### src/rtl/lifo_fifo_buffer_if.sv
// lifo_fifo_buffer_if: the control, data and status bundle of lifo_fifo_buffer.
//   master : drives init, mode, push, pop, d_in and observes status/data.
//   slave  : the buffer itself; drives d_out, d_valid, empty, full, count,
//            err_over and err_under.
// WIDTH and DEPTH must match the parameters of the attached buffer.
interface lifo_fifo_buffer_if #(
  parameter int WIDTH = 2,
  parameter int DEPTH = 256
);
  localparam int CNT_W = $clog2(DEPTH + 1);

  logic             init;
  logic             mode;
  logic             push;
  logic             pop;
  logic [WIDTH-1:0] d_in;
  logic [WIDTH-1:0] d_out;
  logic             d_valid;
  logic             empty;
  logic             full;
  logic [CNT_W-1:0] count;
  logic             err_over;
  logic             err_under;

  modport master (
    output init, mode, push, pop, d_in,
    input  d_out, d_valid, empty, full, count, err_over, err_under
  );

  modport slave (
    input  init, mode, push, pop, d_in,
    output d_out, d_valid, empty, full, count, err_over, err_under
  );
endinterface

### src/rtl/lifo_fifo_buffer.sv
// lifo_fifo_buffer: DEPTH x WIDTH storage usable as a stack (mode 0) or a
// queue (mode 1). Mode is latched only while the buffer is empty.
// Ports:
//   CLK  - clock, all state changes on the rising edge
//   RST  - asynchronous active-high reset
//   bus  - lifo_fifo_buffer_if.slave:
//          init (sync clear), mode, push, pop, d_in        (inputs)
//          d_out (registered pop data), d_valid (1-cycle pop strobe),
//          empty, full, count, err_over, err_under (sticky) (outputs)
module lifo_fifo_buffer #(
  parameter int WIDTH = 2,
  parameter int DEPTH = 256
) (
  input logic                 CLK,
  input logic                 RST,
  lifo_fifo_buffer_if.slave   bus
);
  localparam int CNT_W = $clog2(DEPTH + 1);
  localparam int PTR_W = $clog2(DEPTH);
  localparam logic [PTR_W-1:0] PTR_LAST = PTR_W'(DEPTH - 1);
  localparam logic [CNT_W-1:0] CNT_FULL = CNT_W'(DEPTH);

  logic [WIDTH-1:0] mem_q [DEPTH];

  logic [CNT_W-1:0] count_q, count_d;
  logic [PTR_W-1:0] rd_ptr_q, rd_ptr_d;
  logic [PTR_W-1:0] wr_ptr_q, wr_ptr_d;
  logic [WIDTH-1:0] d_out_q, d_out_d;
  logic             d_valid_q, d_valid_d;
  logic             mode_q, mode_d;
  logic             err_over_q, err_over_d;
  logic             err_under_q, err_under_d;

  logic             is_empty, is_full;
  logic             mode_eff;
  logic             pop_acc, push_acc;
  logic [CNT_W-1:0] top_cnt;
  logic [PTR_W-1:0] top_addr;
  logic [PTR_W-1:0] rd_addr, wr_addr;
  logic             mem_we;

  function automatic logic [PTR_W-1:0] ptr_inc(input logic [PTR_W-1:0] p);
    return (p == PTR_LAST) ? '0 : p + PTR_W'(1);
  endfunction

  assign is_empty = (count_q == '0);
  assign is_full  = (count_q == CNT_FULL);

  always_comb begin
    // While empty the incoming mode is already in force, so a push in the
    // same cycle lands where the new mode expects it.
    mode_eff = is_empty ? bus.mode : mode_q;
    pop_acc  = bus.pop && !is_empty;
    // A pop in the same cycle frees the slot, so a full buffer still accepts.
    push_acc = bus.push && (!is_full || pop_acc);

    top_cnt  = count_q - CNT_W'(1);
    top_addr = top_cnt[PTR_W-1:0];
    rd_addr  = mode_eff ? rd_ptr_q : top_addr;
    // Stack push+pop replaces the current top instead of growing.
    if (mode_eff)     wr_addr = wr_ptr_q;
    else if (pop_acc) wr_addr = top_addr;
    else              wr_addr = count_q[PTR_W-1:0];

    mem_we      = 1'b0;
    count_d     = count_q;
    rd_ptr_d    = rd_ptr_q;
    wr_ptr_d    = wr_ptr_q;
    d_out_d     = d_out_q;
    d_valid_d   = 1'b0;
    mode_d      = mode_q;
    err_over_d  = err_over_q;
    err_under_d = err_under_q;

    if (bus.init) begin
      count_d     = '0;
      rd_ptr_d    = '0;
      wr_ptr_d    = '0;
      d_out_d     = '0;
      mode_d      = 1'b0;
      err_over_d  = 1'b0;
      err_under_d = 1'b0;
    end else begin
      if (is_empty) mode_d = bus.mode;
      mem_we = push_acc;
      if (pop_acc) begin
        d_out_d   = mem_q[rd_addr];
        d_valid_d = 1'b1;
      end
      if (push_acc && !pop_acc) count_d = count_q + CNT_W'(1);
      if (pop_acc && !push_acc) count_d = count_q - CNT_W'(1);
      // Queue pointers move only in queue mode; they stay equal when empty.
      if (mode_eff) begin
        if (push_acc) wr_ptr_d = ptr_inc(wr_ptr_q);
        if (pop_acc)  rd_ptr_d = ptr_inc(rd_ptr_q);
      end
      if (bus.push && !push_acc) err_over_d  = 1'b1;
      if (bus.pop  && !pop_acc)  err_under_d = 1'b1;
    end
  end

  always_ff @(posedge CLK or posedge RST) begin
    if (RST) begin
      count_q     <= '0;
      rd_ptr_q    <= '0;
      wr_ptr_q    <= '0;
      d_out_q     <= '0;
      d_valid_q   <= 1'b0;
      mode_q      <= 1'b0;
      err_over_q  <= 1'b0;
      err_under_q <= 1'b0;
    end else begin
      count_q     <= count_d;
      rd_ptr_q    <= rd_ptr_d;
      wr_ptr_q    <= wr_ptr_d;
      d_out_q     <= d_out_d;
      d_valid_q   <= d_valid_d;
      mode_q      <= mode_d;
      err_over_q  <= err_over_d;
      err_under_q <= err_under_d;
    end
  end

  // Storage is deliberately left out of reset.
  always_ff @(posedge CLK) begin
    if (mem_we) mem_q[wr_addr] <= bus.d_in;
  end

  assign bus.d_out     = d_out_q;
  assign bus.d_valid   = d_valid_q;
  assign bus.empty     = is_empty;
  assign bus.full      = is_full;
  assign bus.count     = count_q;
  assign bus.err_over  = err_over_q;
  assign bus.err_under = err_under_q;
endmodule

### src/flat_wrapper.sv
// flat-port wrapper written by rule: the top's interface ports become plain ports
module lifo_fifo_buffer_flat 
#(
  parameter int WIDTH = 2,
  parameter int DEPTH = 256
)
  (CLK, RST, bus_init, bus_mode, bus_push, bus_pop, bus_d_in, bus_d_out, bus_d_valid, bus_empty, bus_full, bus_count, bus_err_over, bus_err_under);
  lifo_fifo_buffer_if #(.WIDTH(WIDTH), .DEPTH(DEPTH)) bus_i ();
  input logic CLK;
  input logic RST;
  input wire logic [$bits(bus_i.init)-1:0] bus_init;
  input wire logic [$bits(bus_i.mode)-1:0] bus_mode;
  input wire logic [$bits(bus_i.push)-1:0] bus_push;
  input wire logic [$bits(bus_i.pop)-1:0] bus_pop;
  input wire logic [$bits(bus_i.d_in)-1:0] bus_d_in;
  output wire logic [$bits(bus_i.d_out)-1:0] bus_d_out;
  output wire logic [$bits(bus_i.d_valid)-1:0] bus_d_valid;
  output wire logic [$bits(bus_i.empty)-1:0] bus_empty;
  output wire logic [$bits(bus_i.full)-1:0] bus_full;
  output wire logic [$bits(bus_i.count)-1:0] bus_count;
  output wire logic [$bits(bus_i.err_over)-1:0] bus_err_over;
  output wire logic [$bits(bus_i.err_under)-1:0] bus_err_under;
  assign bus_i.init = bus_init;
  assign bus_i.mode = bus_mode;
  assign bus_i.push = bus_push;
  assign bus_i.pop = bus_pop;
  assign bus_i.d_in = bus_d_in;
  assign bus_d_out = bus_i.d_out;
  assign bus_d_valid = bus_i.d_valid;
  assign bus_empty = bus_i.empty;
  assign bus_full = bus_i.full;
  assign bus_count = bus_i.count;
  assign bus_err_over = bus_i.err_over;
  assign bus_err_under = bus_i.err_under;
  lifo_fifo_buffer #(.WIDTH(WIDTH), .DEPTH(DEPTH)) u_core (.CLK(CLK), .RST(RST), .bus(bus_i));
endmodule
### config.mk
export PLATFORM = sky130hd
export DESIGN_NAME = lifo_fifo_buffer_flat
export DESIGN_NICKNAME = d
export VERILOG_FILES = /design/src/rtl/lifo_fifo_buffer_if.sv /design/src/rtl/lifo_fifo_buffer.sv /design/src/flat_wrapper.sv
export SDC_FILE = /design/constraint.sdc
export NUM_CORES = 1
export LEC_CHECK = 0
export CAP_MARGIN = 40
export CORE_MARGIN = 5
export CORE_UTILIZATION = 57
export CTS_CLUSTER_DIAMETER = 200
export CTS_CLUSTER_SIZE = 24
export DETAILED_ROUTE_END_ITERATION = 12
export PLACE_DENSITY = 0.77
export SYNTH_ARGS = -nofsm -noshare
export SYNTH_HDL_FRONTEND = slang
export SYNTH_SLANG_ARGS = --single-unit
### constraint.sdc
create_clock -name CLK -period 10.8 [get_ports CLK]
set_input_delay 2.16 -clock CLK [delete_from_list [all_inputs] [get_ports CLK]]
set_output_delay 2.16 -clock CLK [all_outputs]
set_load 0.01 [all_outputs]
==> job_summary.md <==
## Synthesis and layout report

| Metric | Value |
|---|---|
| Syn Nets | `2045` |
| Mapped Avg Cell Area | `12.0 µm²` |
| RSZ-0062 raised after global routing | `false` |
| Routed WL | `69500 µm` |
| Antenna diodes | `0` |
| Detailed Routing Iterations Pass 1 | `7` |
| CTS clk-pin slew, worst paths | `0.10 ns` |
| Most used logic cell in the final layout | `edfxtp_1` |
| Fin. max-slew vios | `0` |
| Number of routed nets with antenna violations | `0` |
| Min setup slack post-route | `4.51 ns` |
| Share of cells above drive strength 1 | `5.84%` |
| Hold slack final | `0.509 ns` |
| Via count | `17800` |
| Yosys stat cell total | `2032` |
| Post-synth regs | `543` |
| Max cap viols | `0` |
| Hold Buf Count CTS | `0` |
| CTS H-tree depth | `1` |
| Post-synthesis sequential area ratio | `66.2%` |
| Longest Clk Path Bufs | `3` |
| Worst Hold Depth | `2` |
| Post-route cell area | `25900 µm²` |
| Detail Placement HPWL | `42300 µm` |
| Min-delay src | `u_core.bus.err_under$_DFFE_PP0P_` |
| Post-route setup TNS | `0 ns` |
| Num Clock Sinks | `543` |
| Count of routing violations after the opening detailed-route iteration | `3202` |
| Most frequent cells in the layout | `edfxtp_1, nor2_1, nand2_1` |
| Count of tool warnings | `30` |
| Row cnt | `75` |
| Min Tclk post-route | `6.29 ns` |
| Grt ovf | `0` |
| Largest net degree at the start of global routing | `144` |
| Setup violations, final | `0` |
| CP max FO | `57` |
| CTS tree | `yes` |
| TritonCTS buffer count | `26` |
| Fraction of synthesis flops using an asynchronous set or reset pin | `5.71%` |
| Late-Pin Clk Latency | `0.59 ns` |
| Cells after synthesis | `2032` |
| Most common reg cell | `edfxtp_1` |
| Clock root cell | `clkbuf_16` |
| Count of input and output buffers | `23` |
| Period utilization | `58.3%` |
| Hold Violations, Final | `0` |
| Slew @ Worst Pin | `1.06 ns` |
| Synth cell types | `81` |
| Post-Syn Area | `24400 µm²` |
| Status | `completed` |
| Max Fclk | `159 MHz` |
| WP data required | `11.26 ns` |
| Worst slack, placed | `4.15 ns` |
| Critical R2R Launch | `u_core.bus.count[0]$_DFFE_PP0P_` |
| Setup Skew | `0.0163 ns` |
| Die H | `217 µm` |
| FP Util | `57.9%` |
| I/O pin count | `24` |
| FF-to-FF path depth | `13` |
| Core footprint | `42100 µm²` |
| Worst setup startpoint | `bus_mode` |
| Fill cell count | `3177` |
| Vias in the first global route | `16700` |
| Routed length per placed instance | `27.3 µm` |
| Yosys Warn Count | `0` |
| Post-route DRC | `0` |
| Min-Delay Path Class | `flip-flop to flip-flop` |
| Worst EP arrival | `6.75 ns` |
| Drt via density | `6.99` |
| Horiz. Die Dim | `217 µm` |
| Crit Path Class | `input pin to flip-flop` |
| Area Overhead vs Synth | `6.01%` |
| Die ar. | `47100 µm²` |
| Worst setup EP type | `flip-flop` |
==> synthesized netlist by cell type (14+ instances only) <==
cell / count / area [µm²]
edfxtp_1: 512 / 15400
nor2_1: 331 / 1240
nand2_1: 299 / 1120
nand3_1: 88 / 440
clkbuf_1: 74 / 278
mux2i_1: 67 / 671
a21oi_1: 59 / 295
o21ai_0: 52 / 260
buf_2: 47 / 235
and3_1: 44 / 275
a211oi_1: 40 / 300
a31oi_1: 31 / 194
dfrtp_1: 31 / 776
a311oi_1: 27 / 236
a22oi_1: 19 / 143
nor3_1: 16 / 80.1
nor4_1: 16 / 100
xor2_1: 16 / 140
a221oi_1: 15 / 131
a32oi_1: 14 / 123
==> cell families after synthesis <==
group	share of synthesized area (%)
compound gates	10.7
xor+xnor	0.933
fa+ha+maj	0.256
buf+inv	3.19
flops	66.2
mux	3.21
simple gates	15.5
==> routing by layer <==
layer	global-route usage, %	up-vias	routed length [µm]
met5	0	-	0
met1	40.7	8663	25300
li1	-	7489	-
met2	43.7	1386	31300
met3	5.63	236	9100
met4	12.7	0	3800
==> stage by stage <==
step / instances
3_3_place_gp: 2481
4_1_cts: 2543
6_report: 2544
5_1_grt: 2544
3_5_place_dp: 2495
2_1_floorplan: 2032
==> state kept, by name (all words and copies together) (netlist names) <==
signal / flops
u_core.mode_q: 1
u_core.wr_ptr_q: 8
u_core.bus.d_out: 2
u_core.bus.d_valid: 1
u_core.mem_q: 512
u_core.bus.err_under: 1
u_core.bus.err_over: 1
u_core.bus.count: 9
u_core.rd_ptr_q: 8
==> path summary, 6_finish.rpt <==
check / endpoint / slack [ns]
min: u_core.bus.err_under$_DFFE_PP0P_ / 0.51
max reg2reg: u_core.bus.d_out[0]$_DFFE_PP0P_ / 5.20
min in group asynchronous: u_core.wr_ptr_q[7]$_DFFE_PP0P_ / 1.94
max in group asynchronous: u_core.mode_q$_DFF_PP0_ / 8.54
min reg2reg: u_core.bus.err_under$_DFFE_PP0P_ / 0.51
max: u_core.bus.d_out[0]$_DFFE_PP0P_ / 4.51
==> cell type report <==
| cell class | instances | area [µm²] | area share (%) |
|---|---|---|---|
| clock buffers | 47 | 751 | 2.90 |
| clock inverters | 1 | 11.3 | 0.0435 |
| inverters | 10 | 37.5 | 0.145 |
| multi-input cells | 1332 | 7510 | 29.0 |
| flip-flops and latches | 543 | 16200 | 62.4 |
| well taps | 539 | 674 | 2.61 |
| repair buffers | 72 | 751 | 2.90 |
==> worst max-delay path, stage by stage <==
cell and delay, ns:
clkdlybuf4s50_1 0.60, nand2b_1 0.28, a211o_1 0.36, nand2_4 0.52
buf_4 0.66, and3_1 0.95, o211ai_1 0.18, and4_1 0.24
a22oi_1 0.17, a211o_1 0.18, o311a_1 0.26, a211oi_2 0.07
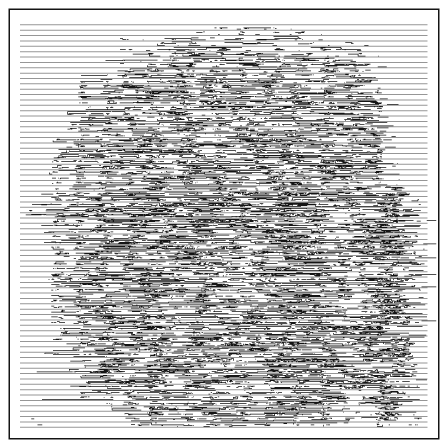
layer_met1.png
Supply wires on this layer in gray.
wire length on this layer: 25.3 mm
main direction: horizontal
share of all routed wire: 36%
nets with wire on the layer: 1916

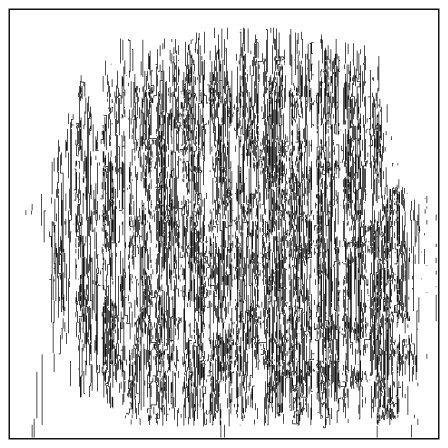
layer_met2.png
share of all routed wire: 45%
longest straight run: 83.6 µm
main direction: vertical
wire length on this layer: 31.3 mm
nets with wire on the layer: 1707

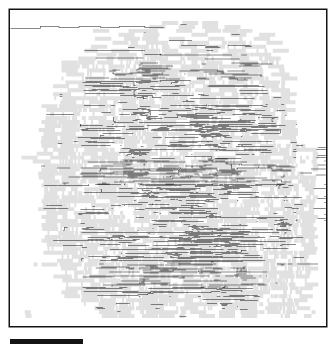
layer_met3.png
The bar under the picture is 50 µm long.
longest straight run: 113 µm
share of all routed wire: 13%
nets with wire on the layer: 312
main direction: horizontal
wire length on this layer: 9100 µm

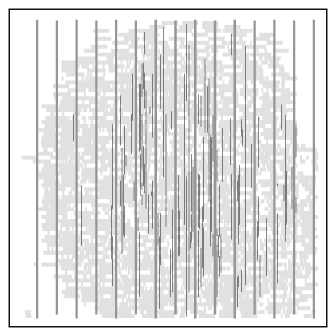
layer_met4.png
Supply wires on this layer in gray.
main direction: vertical
wire length on this layer: 3800 µm
share of all routed wire: 5.5%

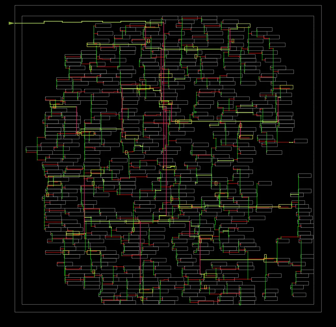
clocks.png
Clock Buffer Count: 47

